==> src/rtl/conv2d_stream.sv <==
// Streaming KxK 2-D convolution: kernel load, raster pixel stream through line buffers,
// two-stage multiply / sum-shift-clip pipeline with fixed-latency strobe and frame-done pulse.
module conv2d_stream #(
  parameter int BITS        = 9,
  parameter int KERNEL_SIZE = 3,
  parameter int IMG_WIDTH   = 16,
  parameter int IMG_HEIGHT  = 16,
  parameter int SHIFT       = 0
) (
  input  logic            clk,
  input  logic            reset,
  input  logic [BITS-1:0] kernel_in,
  input  logic            kernel_valid,
  output logic            kernel_ready,
  input  logic            kernel_reload,
  input  logic [BITS-1:0] pix_in,
  input  logic            pix_valid,
  output logic            pix_ready,
  output logic [BITS-1:0] out_data,
  output logic            out_valid,
  output logic            frame_done
);
  localparam int K      = KERNEL_SIZE;
  localparam int KK     = K * K;
  localparam int KW     = $clog2(KK);
  localparam int CW     = $clog2(IMG_WIDTH);
  localparam int RW     = $clog2(IMG_HEIGHT);
  localparam int PW     = 2 * BITS + 1;
  localparam int ACC    = PW + $clog2(KK);
  localparam int STAGES = 2;
  localparam logic signed [ACC-1:0] MAXV = ACC'((1 << BITS) - 1);

  typedef enum logic {KLOAD, STREAM} state_t;

  state_t                 r_state;
  logic [KW-1:0]          r_kidx;
  logic [CW-1:0]          r_col;
  logic [RW-1:0]          r_row;
  logic signed [BITS-1:0] r_kern [KK];
  logic [STAGES:0]        r_vld_pipe;
  logic [STAGES:0]        r_last_pipe;
  logic [BITS-1:0]        r_out;
  logic [BITS-1:0]        r_lb   [K-1][IMG_WIDTH];
  logic [BITS-1:0]        r_win  [K][K];
  logic signed [PW-1:0]   r_prod [KK];

  logic                   w_acc, w_abort, w_trig, w_col_last, w_row_last;
  logic signed [ACC-1:0]  w_sum, w_shr;
  logic [BITS-1:0]        w_clip;

  assign kernel_ready = (r_state == KLOAD);
  assign pix_ready    = (r_state == STREAM);
  assign w_abort      = pix_ready && kernel_reload;
  assign w_acc        = pix_ready && pix_valid;
  assign w_col_last   = (r_col == CW'(IMG_WIDTH - 1));
  assign w_row_last   = (r_row == RW'(IMG_HEIGHT - 1));
  // Only fully-inside window positions produce a result; this gating also hides stale line data.
  assign w_trig       = w_acc && !kernel_reload && (r_row >= RW'(K - 1)) && (r_col >= CW'(K - 1));

  assign out_valid    = r_vld_pipe[STAGES];
  assign frame_done   = r_last_pipe[STAGES];
  assign out_data     = r_out;

  always_ff @(posedge clk or posedge reset) begin
    if (reset) begin
      r_state     <= KLOAD;
      r_kidx      <= '0;
      r_col       <= '0;
      r_row       <= '0;
      r_vld_pipe  <= '0;
      r_last_pipe <= '0;
      r_out       <= '0;
      for (int n = 0; n < KK; n++) r_kern[n] <= '0;
    end else begin
      r_vld_pipe  <= {r_vld_pipe[STAGES-1:0], w_trig};
      r_last_pipe <= {r_last_pipe[STAGES-1:0], w_trig && w_row_last && w_col_last};
      if (r_vld_pipe[STAGES-1] && !w_abort) r_out <= w_clip;
      case (r_state)
        KLOAD: if (kernel_valid) begin
          r_kern[r_kidx] <= $signed(kernel_in);
          if (r_kidx == KW'(KK - 1)) begin
            r_kidx  <= '0;
            r_state <= STREAM;
          end else begin
            r_kidx <= r_kidx + 1'b1;
          end
        end
        STREAM: if (kernel_reload) begin
          // Abort: in-flight results are squashed so no strobe follows the reload.
          r_state     <= KLOAD;
          r_col       <= '0;
          r_row       <= '0;
          r_vld_pipe  <= '0;
          r_last_pipe <= '0;
        end else if (pix_valid) begin
          if (w_col_last) begin
            r_col <= '0;
            r_row <= w_row_last ? '0 : r_row + 1'b1;
          end else begin
            r_col <= r_col + 1'b1;
          end
        end
      endcase
    end
  end

  // Line buffers hold rows r-K+1..r-1 per column; the window shifts left and takes a new column.
  always_ff @(posedge clk) begin
    if (w_acc) begin
      for (int i = 0; i < K; i++)
        for (int j = 0; j < K - 1; j++) r_win[i][j] <= r_win[i][j+1];
      for (int i = 0; i < K - 1; i++) r_win[i][K-1] <= r_lb[i][r_col];
      for (int i = 0; i < K - 2; i++) r_lb[i][r_col] <= r_lb[i+1][r_col];
      r_lb[K-2][r_col]  <= pix_in;
      r_win[K-1][K-1]   <= pix_in;
    end
  end

  always_ff @(posedge clk) begin
    for (int i = 0; i < K; i++)
      for (int j = 0; j < K; j++)
        r_prod[i*K+j] <= PW'($signed({1'b0, r_win[i][j]})) * PW'(r_kern[(K-1-i)*K + (K-1-j)]);
  end

  always_comb begin
    w_sum = '0;
    for (int n = 0; n < KK; n++) w_sum = w_sum + ACC'(r_prod[n]);
    w_shr = w_sum >>> SHIFT;
    if (w_shr[ACC-1])       w_clip = '0;
    else if (w_shr > MAXV)  w_clip = '1;
    else                    w_clip = w_shr[BITS-1:0];
  end
endmodule
==> config.mk <==
export PLATFORM = sky130hd
export DESIGN_NAME = conv2d_stream
export DESIGN_NICKNAME = d
export VERILOG_FILES = /design/src/rtl/conv2d_stream.sv
export SDC_FILE = /design/constraint.sdc
export NUM_CORES = 2
export LEC_CHECK = 0
export ABC_AREA = 1
export CORE_AREA = 2 2 361 363
export DETAILED_ROUTE_END_ITERATION = 12
export DIE_AREA = 0 0 363 365
export GPL_TIMING_DRIVEN = 0
export SKIP_CTS_REPAIR_TIMING = 1
export SYNTH_ARGS = -nofsm -noshare
export SYNTH_HDL_FRONTEND = slang
export SYNTH_SLANG_ARGS = --single-unit
==> constraint.sdc <==
create_clock -name clk -period 8.3 [get_ports clk]
set_input_delay 1.66 -clock clk [delete_from_list [all_inputs] [get_ports clk]]
set_output_delay 1.66 -clock clk [all_outputs]
set_load 0.01 [all_outputs]
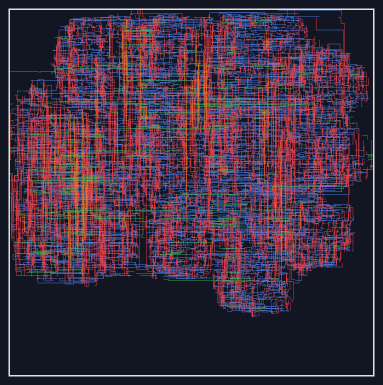
*Signal wires by layer*
Drawn at 1 px/micron.
[blue] met1 | wire length: 58.9 mm
[red] met2 | wire length: 58.4 mm
[purple] met5 | wire length: 24.8 microns
[orange] met4 | wire length: 3560 microns
[green] met3 | wire length: 7240 microns
Routed WL per cell: 17.7 microns
Via Count: 35300

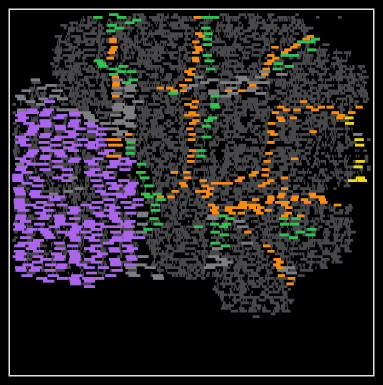
*Register map, names as in the netlist*
Drawn at 1 px/micron.
[yellow] `out_data` | placed flops: 9 | where: east
[green] `r_kern` | placed flops: 81
[purple] `r_lb` | placed flops: 288 | where: west
[orange] `r_prod` | placed flops: 171
final core occ: 44.0%
fraction of area in registers: 30.5%
Seq. cell area: 17200 sq um

==> impl_metrics.yaml <==
# physical design summary
finish:
  comb_share_pct: 50.5
  syn2layout_area_growth_pct: 10.7
  n_antenna_cell: 0
  largest_reg_flops: 288
  num-nets-final: 6635
  reg_top3: "r_lb: 288 flops, r_prod: 171 flops"
  buffer_area_share_pct: 2.63
  nNonClkInverters: 1210
  flop-count: 649
  nClkBuffers: 92
  mi_logic_area_sq_um: 28500
logic_synthesis:
  topCellsByArea: "fa_1 23%, edfxtp_1 22%, ha_1 13%, inv_1 8.8%, nand2_1 7.6%"
  simple_gate_share_pct: 12.0
  most_common_cell: "inv_1"
  ys.flops: 649
  ys_area_sq_um: 51100
  syn-num-nets: 6509
  adder_share_pct: 35.9
  aoi_share_pct: 5.69
  xor_area_share_pct: 2.24
  synthCells: 5372
  yosys_warnings: 0
  synthesis.area_sq_um: 51100
  common_cells: "1202 x inv_1, 1029 x nand2_1, 586 x fa_1"
  synth_seq_share_pct: 33.7
  synth_area_per_cell_sq_um: 9.51
  synth_top_area_share_pct: 23.0
timing:
  fin_tns_setup_ns: 0
  final-setup-viol-count: 0
  fmax_ghz: 0.186
  slew_violations: 0
  period_used_pct: 64.7
  whs_ns: 0.445
  hold_viol: 0
  rsz0062_at_grt: "no"
floorplanning:
  fp.dieW_microns: 363
  io_pins: 36
  core_sq_um: 129000
  tapCellCount: 1675
  die_area_sq_um: 132000
placement:
  gp_congestion: 0.914
  dp_slack_ns: 2.86
  port_buffers: 35
  dp.cells: 7100
  dp_hpwl_microns: 101000
outcome:
  status: "completed"
drt:
  drt_wl_total_microns: 128000
  dr.pass1.iters: 5
  antenna_left: 0
  drt-initial-drc-count: 2635
clocking:
  clock_path_buffers: 3
  cts_sinks: 649
  htree_levels: 3
  clk_pin_slew_ns: 0.06
setup_path:
  path_class: "flip-flop to flip-flop"
  crit_chain: "clkbuf_1 -> nand2_1 -> fa_1 -> fa_1 -> inv_1 -> fa_1 -> fa_1 -> fa_1 -> ha_1 -> a21oi_1 -> nand2_1 -> a21oi_1 -> o21ai_0 -> a21oi_1 -> nor2_1 -> nor2_1 -> xor2_1"
  critPathCaptureType: "flip-flop"
  worst_setup_path_start_kind: "flip-flop"
  regToRegStartpoint: "r_win[0][59]$_DFFE_PP_"
  cp_max_fo: 9
  required_ns: 8.81
  cp.depth: 17
job:
  drv_cap: 0
worst_hold_path:
  holdPathStages: 0
  hold_path_class: "flip-flop to flip-flop"
  hold_start: "r_win[0][14]$_DFFE_PP_"
grt:
  antenna_found_initial: 5
worst paths after layout:
check | slack [ns] | to
min | 0.44 | r_win[0][23]$_DFFE_PP_
max | 2.93 | r_prod[0][169]$_DFF_P_
max in group asynchronous | 6.08 | r_kern[61]$_DFFE_PP0P_
min in group asynchronous | 1.41 | r_kern[17]$_DFFE_PP0P_
min reg2reg | 0.44 | r_win[0][23]$_DFFE_PP_
max reg2reg | 2.93 | r_prod[0][169]$_DFF_P_
layer usage:
layer / track usage, % / part of all wire [%]
met5: 0 / 0.019
met4: 5.60 / 2.8
met2: 31.8 / 46
met3: 3.12 / 5.6
met1: 27.6 / 46
